clk_routes.png
Bar = 20 µm.
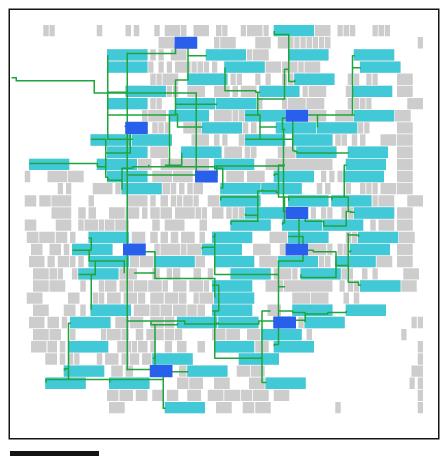
clocks.png
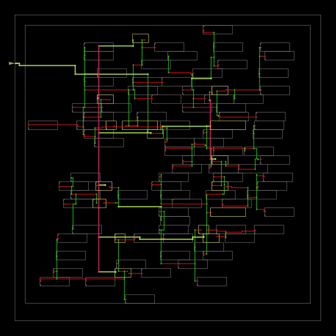
io_placement.png
Pins as bars across the die edge, other pins in grey.
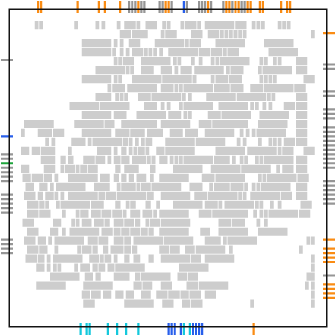
flops_by_reg.png
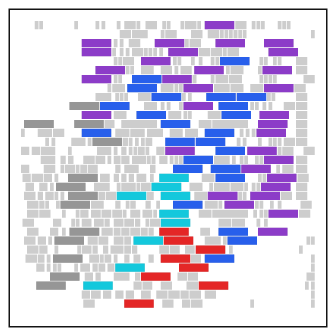
wires.png
Bar = 20 µm.
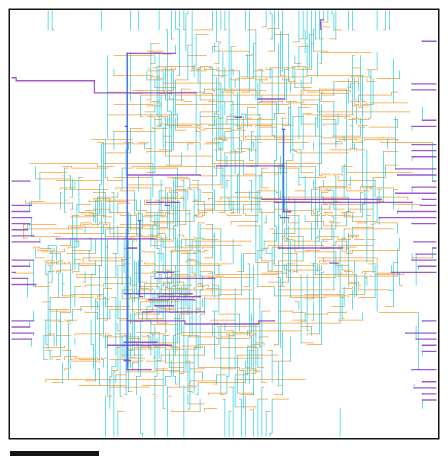
<file path="config.mk">
export PLATFORM = sky130hd
export DESIGN_NAME = im_loader
export DESIGN_NICKNAME = d
export VERILOG_FILES = /design/src/rtl/im_loader.sv
export SDC_FILE = /design/constraint.sdc
export NUM_CORES = 1
export LEC_CHECK = 0
export ABC_AREA = 0
export CAP_MARGIN = 10
export CORE_MARGIN = 3
export CORE_UTILIZATION = 50
export DETAILED_ROUTE_END_ITERATION = 10
export GPL_ROUTABILITY_DRIVEN = 0
export PLACE_DENSITY = 0.83
export SLEW_MARGIN = 10
export SYNTH_ARGS = -nofsm -noshare
export SYNTH_HDL_FRONTEND = slang
export SYNTH_SLANG_ARGS = --single-unit
</file>
<file path="constraint.sdc">
create_clock -name clk -period 3.6 [get_ports clk]
set_input_delay 0.72 -clock clk [delete_from_list [all_inputs] [get_ports clk]]
set_output_delay 0.72 -clock clk [all_outputs]
set_load 0.1 [all_outputs]
</file>
<file path="src/rtl/im_loader.sv">
// +----------------------------------------------------------------------------+
// | im_loader - packs a byte stream little-endian into 32-bit instruction-     |
// | memory writes. Optional running checksum: IM_LOADER_CHECKSUM_EN.           |
// | Revision: 1.0                                                              |
// +----------------------------------------------------------------------------+
`default_nettype none

module im_loader #(
   parameter int ADDR_W    = 10,
   parameter int MAX_WORDS = 256
) (
   input  logic              clk,
   input  logic              rstn,
   input  logic              start,
   input  logic [8:0]        load_words,
   input  logic              byte_valid,
   input  logic [7:0]        byte_data,
   output logic              byte_ready,
   output logic              im_we,
   output logic [ADDR_W-1:0] im_addr,
   output logic [31:0]       im_wdata,
   output logic              busy,
   output logic              done,
   output logic              cpu_hold,
   output logic [8:0]        word_cnt,
   output logic [31:0]       checksum
);

   typedef enum logic [1:0] {
      S_IDLE    = 2'd0,
      S_COLLECT = 2'd1,
      S_WRITE   = 2'd2,
      S_DONE    = 2'd3
   } state_t;

   localparam logic [8:0] C_MAX = 9'(MAX_WORDS);

   state_t      state;
   state_t      state_nx;
   logic [8:0]  target;
   logic [1:0]  idx;
   logic [23:0] lanes;
   logic        start_ok;
   logic [8:0]  cnt_inc;

   assign start_ok = start && ((state == S_IDLE) || (state == S_DONE));
   assign cnt_inc  = word_cnt + 9'd1;
   assign cpu_hold = busy;

   always_comb begin
      state_nx   = state;
      byte_ready = 1'b0;
      im_we      = 1'b0;
      busy       = 1'b0;
      done       = 1'b0;
      case (state)
         S_IDLE, S_DONE: begin
            done = (state == S_DONE);
            // A zero-length request completes without ever raising busy.
            if (start) begin
               state_nx = (load_words == 9'd0) ? S_DONE : S_COLLECT;
            end
         end
         S_COLLECT: begin
            byte_ready = 1'b1;
            busy       = 1'b1;
            if (byte_valid && (idx == 2'd3)) begin
               state_nx = S_WRITE;
            end
         end
         S_WRITE: begin
            im_we    = 1'b1;
            busy     = 1'b1;
            state_nx = (cnt_inc == target) ? S_DONE : S_COLLECT;
         end
         default: state_nx = S_IDLE;
      endcase
   end

   always_ff @(posedge clk or negedge rstn) begin
      if (!rstn) begin
         state    <= S_IDLE;
         target   <= 9'd0;
         word_cnt <= 9'd0;
         idx      <= 2'd0;
         lanes    <= 24'd0;
         im_addr  <= '0;
         im_wdata <= 32'd0;
      end else begin
         state <= state_nx;
         if (start_ok) begin
            target   <= (load_words > C_MAX) ? C_MAX : load_words;
            word_cnt <= 9'd0;
            idx      <= 2'd0;
            im_addr  <= '0;
         end else if ((state == S_COLLECT) && byte_valid) begin
            idx <= idx + 2'd1;
            case (idx)
               2'd0: lanes[7:0]   <= byte_data;
               2'd1: lanes[15:8]  <= byte_data;
               2'd2: lanes[23:16] <= byte_data;
               2'd3: begin
                  // Address and data are registered so they hold through WRITE.
                  im_wdata <= {byte_data, lanes};
                  im_addr  <= ADDR_W'({word_cnt, 2'b00});
               end
            endcase
         end else if (state == S_WRITE) begin
            word_cnt <= cnt_inc;
            idx      <= 2'd0;
         end
      end
   end

`ifdef IM_LOADER_CHECKSUM_EN
   logic [31:0] sum;

   always_ff @(posedge clk or negedge rstn) begin
      if (!rstn) begin
         sum <= 32'd0;
      end else if (start_ok) begin
         sum <= 32'd0;
      end else if (state == S_WRITE) begin
         sum <= sum + im_wdata;
      end
   end

   assign checksum = sum;
`else
   assign checksum = 32'h0;
`endif

endmodule

`default_nettype wire

</file>
==> impl_metrics.tcl <==
# implementation run metrics
set metrics [dict create \
    p_leak_uw 0.00240 \
    worst_path_max_delay_cell "clkdlybuf4s50_1" \
    outcome "completed" \
    die_h_um 95.7 \
    max_freq_mhz 378 \
    synthToLayoutAreaGrowth_pct 22.4 \
    dp.cells 560 \
    final_hold_viol_count 0 \
    ff_type "dfrtp_1" \
    vias_per_cell 5.06 \
    final_area_um2 4930 \
    die_x_um 95.7 \
    setup_viol_count_final 0 \
    cp_data_required_time_ps 2880 \
    gr-total-overflow 0 \
    ctsHtreeMaxLevel 3 \
    ant_nets 0 \
    p_int_uw 2290 \
    log.warning_count 32 \
    synthArstFlopShare_pct 100 \
    cts_max_path_buffers 2 \
    edf_count 0 \
    slowest_delay_ps 1150 \
    seq_power_share_pct 31.6 \
    cts_root_buf "clkbuf_8" \
    crit_cells 1 \
    rows 32 \
    synth_cells 397 \
    path_cells "clkdlybuf4s50_1" \
    ys_seq_share_pct 53.5 \
    hp-class "flip-flop to flip-flop" \
    post_drt_wl_per_cell_um 14.2 \
    ys_ff 86 \
    portBuffers 74 \
    postLayoutCoreUtil_pct 63.4 \
    yosys-top-cells-area "dfrtp_1, nand2_1, buf_4, mux2_2, ha_1" \
    cpLargestDelayFamily "buffers and inverters" \
    yosysCellCount 397 \
    tightestPinTransition_ps 1030 \
    postCtsSetupBuffers 0 \
    ff2ff_path_depth 7 \
    fill_cells 631 \
    startpoint_type "flip-flop" \
    die-area_um2 9160 \
    drt_iter0_markers 159 \
    tns_ps 0 \
    num_vias 2912 \
    holdPathStages 2 \
    crit_type "flip-flop to output port" \
    antenna_found_initial 0 \
    cts_tree "yes" \
    timing.final.crit_share_pct 73.4 \
    dpl_cell_area_um2 4680 \
    syn_area_per_cell_um2 10.1 \
    dp_hpwl_mm 5.66 \
    core_um2 7770 \
    critPathBufInv 1 \
    firstDrtPassIters 4 \
    yosys.area.top_type_share_pct 53.5 \
    max-cap-violations 0 \
    period_minus_slack_ps 2640 \
    yosysWarnings 0 \
    ctsHoldBuffers 0 \
    cellPowerDensity_nw_per_um2 930 \
    drive_gt1_share_pct 13.7 \
    drt-total-wl_mm 8.15 \
    grt_pass1_wl_mm 12.8 \
    clk_pin_slew_ps 100 \
    finalNetCount 499 \
    stdcell_count 576 \
    grt_max_degree 87 \
    peakVddDrop_mv 1.27 \
    netlist_area_um2 4030 \
    grt_pass1_vias 2689 \
    swShare_pct 50.0 \
    rsz0062_at_grt "false" \
    num_antenna_cells 0 \
    path_max_fanout 4 \
    power_frac_comb_pct 50.1 \
    io_pins 109 \
]
About clk_routes.png:
legend:
  green:
    item: clock wires
    length: 986 µm
  blue:
    item: clock drivers
    count: 9
  cyan:
    item: flip-flops
    count: 86
flops lie: all over the die

About clocks.png:
skew final: 10.9 ps
CTS buffer count: 9
Late-Pin Clk Latency: 370 ps
clk sink count: 86

About io_placement.png:
legend:
  orange:
    port: checksum
    pins: 32
    direction: output
    edge: 21 top, 10 right, 1 bottom
  cyan:
    port: word_cnt
    pins: 9
    direction: output
    edge: bottom
  blue:
    port: im_addr
    pins: 10
    direction: output
    edge: 8 bottom, 1 left, 1 top
  green:
    port: cpu_hold
    pins: 1
    direction: output
    edge: left
all pins by edge: 39 top, 34 right, 18 left, 18 bottom

About flops_by_reg.png:
legend:
  cyan:
    name_in_the_netlist: word_cnt
    placed_flops: 9
  purple:
    name_in_the_netlist: im_wdata
    placed_flops: 32
  blue:
    name_in_the_netlist: lanes
    placed_flops: 24
  red:
    name_in_the_netlist: im_addr
    placed_flops: 8
    where: bottom middle
not coloured: 13

About wires.png:
legend:
  blue:
    layer: metal 4
    wire_length: 106 µm
  purple:
    layer: metal 3
    wire_length: 582 µm
  orange:
    layer: metal 1
    wire_length: 3410 µm
  cyan:
    layer: metal 2
    wire_length: 4050 µm

[cells in the mapped netlist, types with 3 or more instances]
master and n:
nor2_1 8, nor3_1 3, or3_1 6, nand3b_1 9, xor2_1 6, nand2_1 128, buf_4 37, xnor2_1 12
clkbuf_1 6, dfrtp_1 86, inv_1 5, a21oi_1 8, ha_1 9, nand3_1 8, a22o_1 8, mux2_2 24
buf_2 5, o21ai_0 6
[per-stage QoR]
stage / power (µW) / worst slack [ps]
floorplan: 3300 / 1030
global placement: 3700 / 846
detailed placement: 3750 / 778
CTS: 4610 / 945
global route: 4800 / 820
finish: 4580 / 957
[layout make-up]
cell class / instances / area [µm²] / area share [%]
clock buffer: 9 / 124 / 2.51
clock inverter: 7 / 128 / 2.59
inverter: 5 / 18.8 / 0.381
multi-input combinational: 290 / 1650 / 33.5
sequential: 86 / 2150 / 43.7
tap: 102 / 128 / 2.59
timing repair buffer: 77 / 728 / 14.8
[layer usage]
metal / up-vias / part of all wire (%) / GRT usage, %
met5: - / 0 / 0
met4: 0 / 1.3 / 6.40
met3: 11 / 7.1 / 4.07
met2: 111 / 50 / 30.9
met1: 1407 / 42 / 23.2
li1: 1383 / - / -
[worst register-to-register path: stages, from the launching register on]
cell	delay [ps]
dfrtp_1	400
inv_1	70
ha_1	380
and2_1	320
nor2_2	230
nand2_1	620
nand2_1	300
nand2_1	80
[worst paths after layout]
| path | slack (ps) | from | to |
|---|---|---|---|
| max | 960 | word_cnt[8] | word_cnt[8] |
| min | 460 | lanes[8] | im_wdata[8] |
| max reg2reg | 1100 | state[0] | im_wdata[22] |
| min reg2reg | 460 | lanes[8] | im_wdata[8] |
| max in group asynchronous | 2420 | rstn | im_wdata[0] |
| min in group asynchronous | 540 | rstn | im_wdata[21] |
[cells in the final DEF, fill, tap and decap left out, types with 2 or more instances in the layout]
cell,Yosys,final
o21ai_0,6,6
dfrtp_1,86,86
ha_1,9,9
nor2_1,8,8
clkbuf_8,0,9
nor4_1,2,2
nand3_1,8,8
conb_1,1,34
xor2_1,6,6
or3_1,6,6
nor3_1,3,3
mux2_2,24,24
nand3b_1,9,9
buf_4,37,17
bufinv_16,0,3
xnor2_1,12,12
clkdlybuf4s50_1,0,60
and2_1,1,2
a22o_1,8,8
inv_1,5,5
nand2_1,128,128
inv_6,0,2
a21oi_1,8,8
[state kept, by name (all words and copies together), names as in the netlist]
| register | flops |
|---|---|
| im_wdata | 32 |
| lanes | 24 |
| target | 9 |
| word_cnt | 9 |
| im_addr | 8 |
| idx | 2 |
| state | 2 |
[logic make-up after synthesis]
group                    share of synthesized area [%]
AND/OR/NAND/NOR                                   19.1
flip-flops                                        53.5
buffers and inverters                             8.64
AND-OR/OR-AND                                     5.04
multiplexers                                      6.96
XOR/XNOR                                          3.92
adder cells (fa/ha/maj)                           2.80
other                                           0.0932
[power groups by stage]
stage | Combinational (µW) | Sequential, µW | Clock (µW)
after floorplan | 1080 | 2230 | 0
after global placement | 2250 | 1450 | 0
after detailed placement | 2290 | 1470 | 0
after CTS | 2310 | 1450 | 850
after global routing | 2420 | 1480 | 897
final | 2300 | 1450 | 841
Power and IR drop assume default switching activity.
